--- src/rtl/lvc_i2c_target_rsp.sv ---
// I2C target responder with a DEPTH x 8 register file behind an
// auto-incrementing byte pointer. The bus is oversampled with CLK; SDA is
// only ever pulled low (open drain) and SCL is never stretched.
module lvc_i2c_target_rsp #(
    parameter logic [6:0] SLAVE_ADDR = 7'h33,
    parameter int         DEPTH      = 16,
    parameter int         HOLD_CYC   = 2,
    localparam int        PW         = $clog2(DEPTH)
) (
    input  logic          CLK,
    input  logic          RST_N,
    input  logic          scl_i,
    input  logic          sda_i,
    output logic          sda_oe,
    output logic          busy,
    output logic          start_det,
    output logic          stop_det,
    output logic          addr_hit,
    output logic          wr_en,
    output logic [PW-1:0] wr_addr,
    output logic [7:0]    wr_data
);

    localparam int HW = $clog2(HOLD_CYC + 1);

    typedef enum logic [3:0] {
        ST_IDLE,
        ST_ADDR,
        ST_ADDR_ACK,
        ST_PTR,
        ST_PTR_ACK,
        ST_WDATA,
        ST_WDATA_ACK,
        ST_RDATA,
        ST_RACK,
        ST_IGNORE
    } state_e;

    // Synchronizer and previous-value stages; reset to the idle (high) bus level
    logic scl_meta_q, scl_sync_q, scl_prev_q;
    logic sda_meta_q, sda_sync_q, sda_prev_q;

    state_e        state_q, state_d;
    logic [3:0]    bitcnt_q, bitcnt_d;
    logic [7:0]    shift_q, shift_d;
    logic [7:0]    tx_q, tx_d;
    logic [PW-1:0] ptr_q, ptr_d;
    logic          sda_oe_q, sda_oe_d;
    logic          pend_oe_q, pend_oe_d;
    logic [HW-1:0] hold_cnt_q, hold_cnt_d;
    logic          busy_q, busy_d;
    logic          start_det_q, stop_det_q;
    logic          addr_hit_q, addr_hit_d;
    logic          wr_en_q, wr_en_d;
    logic [PW-1:0] wr_addr_q, wr_addr_d;
    logic [7:0]    wr_data_q, wr_data_d;
    logic [7:0]    mem_q [DEPTH];

    logic          scl_rise, scl_fall, start_c, stop_c;
    logic [7:0]    shift_in;
    logic [7:0]    rd_byte;
    logic          mem_we;
    logic          sched;
    logic          sched_val;

    // Bring the asynchronous bus lines into the CLK domain
    always_ff @(posedge CLK or negedge RST_N) begin
        if (!RST_N) begin
            scl_meta_q <= 1'b1;
            scl_sync_q <= 1'b1;
            scl_prev_q <= 1'b1;
            sda_meta_q <= 1'b1;
            sda_sync_q <= 1'b1;
            sda_prev_q <= 1'b1;
        end else begin
            scl_meta_q <= scl_i;
            scl_sync_q <= scl_meta_q;
            scl_prev_q <= scl_sync_q;
            sda_meta_q <= sda_i;
            sda_sync_q <= sda_meta_q;
            sda_prev_q <= sda_sync_q;
        end
    end

    assign scl_rise = scl_sync_q & ~scl_prev_q;
    assign scl_fall = ~scl_sync_q & scl_prev_q;
    assign start_c  = scl_sync_q & scl_prev_q & sda_prev_q & ~sda_sync_q;
    assign stop_c   = scl_sync_q & scl_prev_q & ~sda_prev_q & sda_sync_q;
    assign shift_in = {shift_q[6:0], sda_sync_q};
    assign rd_byte  = mem_q[ptr_q];

    // Next-state, bit handling and SDA scheduling for the transfer FSM
    always_comb begin
        // NOTE: every signal written here gets a default first so no path leaves it unassigned and no latch is inferred.
        state_d    = state_q;
        bitcnt_d   = bitcnt_q;
        shift_d    = shift_q;
        tx_d       = tx_q;
        ptr_d      = ptr_q;
        sda_oe_d   = sda_oe_q;
        pend_oe_d  = pend_oe_q;
        hold_cnt_d = hold_cnt_q;
        busy_d     = busy_q;
        addr_hit_d = 1'b0;
        wr_en_d    = 1'b0;
        wr_addr_d  = wr_addr_q;
        wr_data_d  = wr_data_q;
        mem_we     = 1'b0;
        sched      = 1'b0;
        sched_val  = 1'b0;

        // A scheduled SDA change lands HOLD_CYC cycles after the SCL fall
        if (hold_cnt_q != '0) begin
            hold_cnt_d = hold_cnt_q - HW'(1);
            if (hold_cnt_q == HW'(1)) sda_oe_d = pend_oe_q;
        end

        if (start_c) begin
            state_d    = ST_ADDR;
            bitcnt_d   = 4'd0;
            sda_oe_d   = 1'b0;
            hold_cnt_d = '0;
            busy_d     = 1'b1;
        end else if (stop_c) begin
            state_d    = ST_IDLE;
            bitcnt_d   = 4'd0;
            sda_oe_d   = 1'b0;
            hold_cnt_d = '0;
            busy_d     = 1'b0;
        end else begin
            case (state_q)
                ST_ADDR, ST_PTR, ST_WDATA: begin
                    if (scl_rise && bitcnt_q < 4'd8) begin
                        shift_d  = shift_in;
                        bitcnt_d = bitcnt_q + 4'd1;
                        if (bitcnt_q == 4'd7) begin
                            if (state_q == ST_ADDR) begin
                                addr_hit_d = (shift_in[7:1] == SLAVE_ADDR);
                            end else if (state_q == ST_PTR) begin
                                ptr_d = shift_in[PW-1:0];
                            end else begin
                                mem_we    = 1'b1;
                                wr_en_d   = 1'b1;
                                wr_addr_d = ptr_q;
                                wr_data_d = shift_in;
                                ptr_d     = ptr_q + PW'(1);
                            end
                        end
                    end else if (scl_fall && bitcnt_q == 4'd8) begin
                        // End of the 8th bit: open the ACK slot or drop out
                        if (state_q == ST_ADDR && shift_q[7:1] != SLAVE_ADDR) begin
                            state_d = ST_IGNORE;
                        end else begin
                            sched     = 1'b1;
                            sched_val = 1'b1;
                            if (state_q == ST_ADDR)     state_d = ST_ADDR_ACK;
                            else if (state_q == ST_PTR) state_d = ST_PTR_ACK;
                            else                        state_d = ST_WDATA_ACK;
                        end
                    end
                end
                ST_ADDR_ACK: begin
                    if (scl_fall) begin
                        bitcnt_d = 4'd0;
                        sched    = 1'b1;
                        if (shift_q[0]) begin
                            tx_d      = rd_byte;
                            sched_val = ~rd_byte[7];
                            state_d   = ST_RDATA;
                        end else begin
                            state_d = ST_PTR;
                        end
                    end
                end
                ST_PTR_ACK, ST_WDATA_ACK: begin
                    if (scl_fall) begin
                        bitcnt_d = 4'd0;
                        sched    = 1'b1;
                        state_d  = ST_WDATA;
                    end
                end
                ST_RDATA: begin
                    if (scl_rise && bitcnt_q < 4'd8) begin
                        bitcnt_d = bitcnt_q + 4'd1;
                    end else if (scl_fall && bitcnt_q == 4'd8) begin
                        sched   = 1'b1;
                        ptr_d   = ptr_q + PW'(1);
                        state_d = ST_RACK;
                    end else if (scl_fall && bitcnt_q != 4'd0) begin
                        tx_d      = {tx_q[6:0], 1'b0};
                        sched     = 1'b1;
                        sched_val = ~tx_q[6];
                    end
                end
                ST_RACK: begin
                    if (scl_rise) begin
                        shift_d = shift_in;
                    end else if (scl_fall) begin
                        sched = 1'b1;
                        if (!shift_q[0]) begin
                            tx_d      = rd_byte;
                            sched_val = ~rd_byte[7];
                            bitcnt_d  = 4'd0;
                            state_d   = ST_RDATA;
                        end else begin
                            state_d = ST_IGNORE;
                        end
                    end
                end
                default: ;
            endcase
        end

        if (sched) begin
            pend_oe_d  = sched_val;
            hold_cnt_d = HW'(HOLD_CYC);
        end
    end

    // Transfer state, pointer and output registers
    always_ff @(posedge CLK or negedge RST_N) begin
        if (!RST_N) begin
            state_q     <= ST_IDLE;
            bitcnt_q    <= 4'd0;
            shift_q     <= 8'h00;
            tx_q        <= 8'h00;
            ptr_q       <= '0;
            sda_oe_q    <= 1'b0;
            pend_oe_q   <= 1'b0;
            hold_cnt_q  <= '0;
            busy_q      <= 1'b0;
            start_det_q <= 1'b0;
            stop_det_q  <= 1'b0;
            addr_hit_q  <= 1'b0;
            wr_en_q     <= 1'b0;
            wr_addr_q   <= '0;
            wr_data_q   <= 8'h00;
        end else begin
            // NOTE: sequential state uses non-blocking assignment so every flop samples pre-edge values.
            state_q     <= state_d;
            bitcnt_q    <= bitcnt_d;
            shift_q     <= shift_d;
            tx_q        <= tx_d;
            ptr_q       <= ptr_d;
            sda_oe_q    <= sda_oe_d;
            pend_oe_q   <= pend_oe_d;
            hold_cnt_q  <= hold_cnt_d;
            busy_q      <= busy_d;
            start_det_q <= start_c;
            stop_det_q  <= stop_c;
            addr_hit_q  <= addr_hit_d;
            wr_en_q     <= wr_en_d;
            wr_addr_q   <= wr_addr_d;
            wr_data_q   <= wr_data_d;
        end
    end

    // Register file storage, written on the 8th SCL rise of each data byte
    always_ff @(posedge CLK or negedge RST_N) begin
        if (!RST_N) begin
            // NOTE: the register file is reset on purpose; its all-zero power-on content is architecturally visible.
            for (int i = 0; i < DEPTH; i++) mem_q[i] <= 8'h00;
        end else if (mem_we) begin
            mem_q[ptr_q] <= shift_in;
        end
    end

    assign sda_oe    = sda_oe_q;
    assign busy      = busy_q;
    assign start_det = start_det_q;
    assign stop_det  = stop_det_q;
    assign addr_hit  = addr_hit_q;
    assign wr_en     = wr_en_q;
    assign wr_addr   = wr_addr_q;
    assign wr_data   = wr_data_q;

endmodule
--- config.mk ---
export PLATFORM = sky130hd
export DESIGN_NAME = lvc_i2c_target_rsp
export DESIGN_NICKNAME = d
export VERILOG_FILES = /design/src/rtl/lvc_i2c_target_rsp.sv
export SDC_FILE = /design/constraint.sdc
export NUM_CORES = 1
export LEC_CHECK = 0
export CAP_MARGIN = 20
export CORE_AREA = 2 2 173 208
export CTS_CLUSTER_DIAMETER = 40
export DETAILED_ROUTE_END_ITERATION = 12
export DIE_AREA = 0 0 175 210
export RECOVER_POWER = 25
export SYNTH_ARGS = -nofsm -noshare
export SYNTH_HDL_FRONTEND = slang
export SYNTH_SLANG_ARGS = --single-unit
--- constraint.sdc ---
create_clock -name CLK -period 2.17 [get_ports CLK]
set_input_delay 0.434 -clock CLK [delete_from_list [all_inputs] [get_ports CLK]]
set_output_delay 0.434 -clock CLK [all_outputs]
set_load 0.05 [all_outputs]
Figure 1. Congestion heat map.
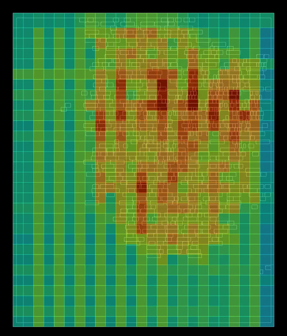
average wire per standard cell: 17.63 um
met1 track demand over resource in global routing: 14.62%
layer carrying the most global-route usage: met2
met3 Track Usage GR: 2.543%
total routing usage reported by global routing: 11.48%

Figure 2. Where the registers sit.
Other sequential cells in the stronger grey, the rest of the logic in the fainter grey.
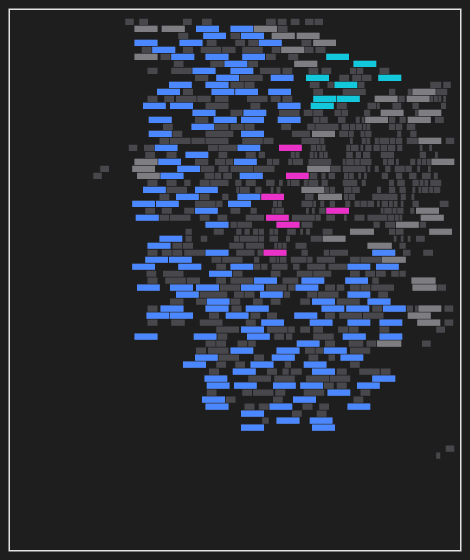
Cyan shows shift_q, sequential cells 8, where upper right. Blue shows mem_q, sequential cells 128. Magenta shows tx_q, sequential cells 7.
Another 39 sequential cells are not coloured.
sequential group power: 3.57 mW
register area: 4563 um2
share of the final layout cell area in sequential cells: 43.10%

Figure 3. Drive-strength map.
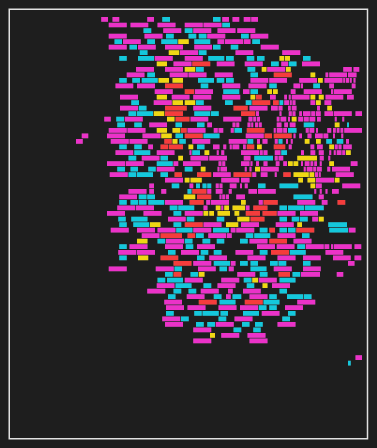
Yellow shows drive 3 to 4, cells 72. Cyan shows drive 2, cells 191. Red shows drive 6 and up, cells 48. Magenta shows drive 1 or less, cells 380.
total non-filler cell area in the finished layout: 10590 um2
worst path setup slack after routing: 13.95 ps
Syn-to-layout area delta: 23.37%
Buffers, non-clock: 84

Figure 4. Cell classes on the final placement.
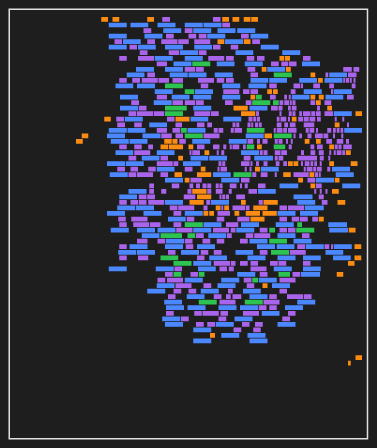
Blue shows flip-flops, cells 182, share of their area 46%. Orange shows other buffers and delay cells, cells 84, share of their area 8.6%. Purple shows all other logic, cells 393, share of their area 40%. Green shows clock drivers and dummy loads, cells 32, share of their area 6.3%.
area of the core: 34810 um2
number of placement rows: 75
fraction of the core area covered by cells at the end of the flow: 30.41%

Figure 5. Cell density map.
18 x 21 tiles, from black (low) to pale yellow (high), 0 to 100% covered.
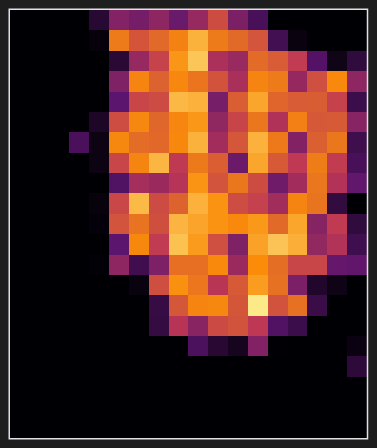
47% of the tiles are nearly empty. 7.4% of the tiles are over 75% full. The fullest tile reaches 95%.
starting density of the core: 24.65%

## report_power, final
part	total (mW)	internal, mW	switching [mW]	leakage (nW)
registers	3.57	3.51	0.0649	2.50
clock network	3.26	1.79	1.47	0.303
logic	1.08	0.334	0.741	1.89
total	7.91	5.63	2.28	4.69
## registers in the layout (all words and copies together) (netlist names), 4 cells and up
register and cells:
mem_q 128, tx_q 7, ptr_q 4, wr_addr 4
wr_data 8, bitcnt_q 4, shift_q 8, state_q 4
## kinds of logic after synthesis
| logic type | after synthesis | synth area share (%) |
|---|---|---|
| muxes | 191 | 29.12 |
| adders and majority gates | 8 | 1.166 |
| and+or+nand+nor | 98 | 7.217 |
| xor gates and xnor gates | 3 | 0.3062 |
| buffers and inverters | 62 | 2.916 |
| AOI/OAI and AO/OA | 77 | 6.123 |
| DFF | 182 | 53.16 |
## layout make-up
class                      count  area [um2]
clock inverter                14       186.4
tap                          462       578.1
timing repair buffer          84       865.8
sequential                   182        4563
inverter                      16       60.06
clock buffer                  18       439.2
fill                        3410       24230
multi-input combinational    377        3895
## synthesized netlist by cell type, types with 3 or more instances
library cell / count / area [um2]
sky130_fd_sc_hd__a211oi_1: 4 / 30.03
sky130_fd_sc_hd__nor2_1: 18 / 67.56
sky130_fd_sc_hd__and3_1: 9 / 56.30
sky130_fd_sc_hd__buf_1: 5 / 18.77
sky130_fd_sc_hd__inv_1: 16 / 60.06
sky130_fd_sc_hd__buf_2: 11 / 55.05
sky130_fd_sc_hd__nor2b_1: 4 / 25.02
sky130_fd_sc_hd__a21oi_1: 28 / 140.1
sky130_fd_sc_hd__dfstp_2: 6 / 157.7
sky130_fd_sc_hd__ha_1: 8 / 100.1
sky130_fd_sc_hd__dfrtp_1: 176 / 4404
sky130_fd_sc_hd__nor3_1: 7 / 35.03
sky130_fd_sc_hd__a22oi_1: 14 / 105.1
sky130_fd_sc_hd__mux2_2: 149 / 1678
sky130_fd_sc_hd__nand3b_1: 4 / 30.03
sky130_fd_sc_hd__nand3_2: 6 / 60.06
sky130_fd_sc_hd__nand2b_1: 7 / 43.79
sky130_fd_sc_hd__nand4_1: 3 / 18.77
sky130_fd_sc_hd__mux4_2: 32 / 720.7
sky130_fd_sc_hd__nor3b_1: 4 / 30.03
sky130_fd_sc_hd__o21bai_1: 3 / 22.52
sky130_fd_sc_hd__clkbuf_1: 29 / 108.9
sky130_fd_sc_hd__mux2i_1: 10 / 100.1
sky130_fd_sc_hd__nand2_1: 10 / 37.54
sky130_fd_sc_hd__o21ai_0: 9 / 45.04
sky130_fd_sc_hd__nand3_1: 9 / 45.04
## metal layers
layer | vias up | routed length, um
li1 | 2409 | -
met1 | 2833 | 9030
met2 | 69 | 10310
met3 | 20 | 747
met4 | 0 | 237
met5 | - | 0
## through the flow
step	area, um2	utilization (%)	instances
final	10590	30.41	1153
after CTS	10470	30.07	1152
after floorplan	8589	-	621
after global placement	9826	28.22	1119
after global routing	10590	30.41	1153
after detailed placement	9826	28.22	1119
## worst max-delay path, delay by kind of cell (launching register included)
kind | cells | cell delay [ps]
simple gates | 4 | 850
buf+inv | 2 | 340
flops | 1 | 530
mux | 1 | 330
==> metrics.yaml <==
result_of_the_run: "finished clean"
reg_to_reg_slack_setup_ps: 10
beginning_of_the_worst_register_to_register_path: "scl_sync_q$_DFF_PN1_"
port-buffer-count: 21
wirelength_um: 20320
synth_cell_types: 58
final_antenna_net_count: 0
netlist_area_um2: 8582
worst-endpoint-required_ps: 2490
worstSetupPathType: "reg2reg"
cap_viol_max_count: 0
finalHoldViolCount: 0
enable_flop_cells: 0
detailedRoute.firstIterationViolations: 346
insertion_delay_ps: 430
worstRegToRegCells: 7
remaining_drc_errors: 0
clockRootBuffer: "sky130_fd_sc_hd__clkbuf_16"
leakage_nw: 4.692
report.final.slew_viol_count: 0
cp_max_fo: 9
clk_slew_on_worst_s_h_paths_ps: 70
synth-cells-yosys: 621
cts.path.max_buffers: 2
boundaryPins: 22
worst_path_largest_cell_delay_ps: 530
cts_made_buffers: 17
floorplan.nets: 633
beginning_of_the_critical_path: "scl_sync_q$_DFF_PN1_"
finalClockSkew_ps: 8.238
first_global_vias: 5680
drive_above_1_share_pct: 45.01
timing.hold.worst_endpoint: "sda_sync_q$_DFF_PN1_"
hold_path.class: "reg2reg"
antenna-diode-count: 0
crit_path_top_delay_cell: "sky130_fd_sc_hd__dfstp_2"
cts.repair_timing.setup_buffer_count: 0
antenna_violations_before_repair: 0
numClockSinks: 182
path_cells: "or3b_4 -> nor4_4 -> buf_6 -> nand2_2 -> nor3_4 -> buf_12 -> mux2_2"
min_clock_period_post_route_ps: 2156
grt_start_max_net_pins: 57
No activity file was given, so power comes from the tool's default toggle rates.
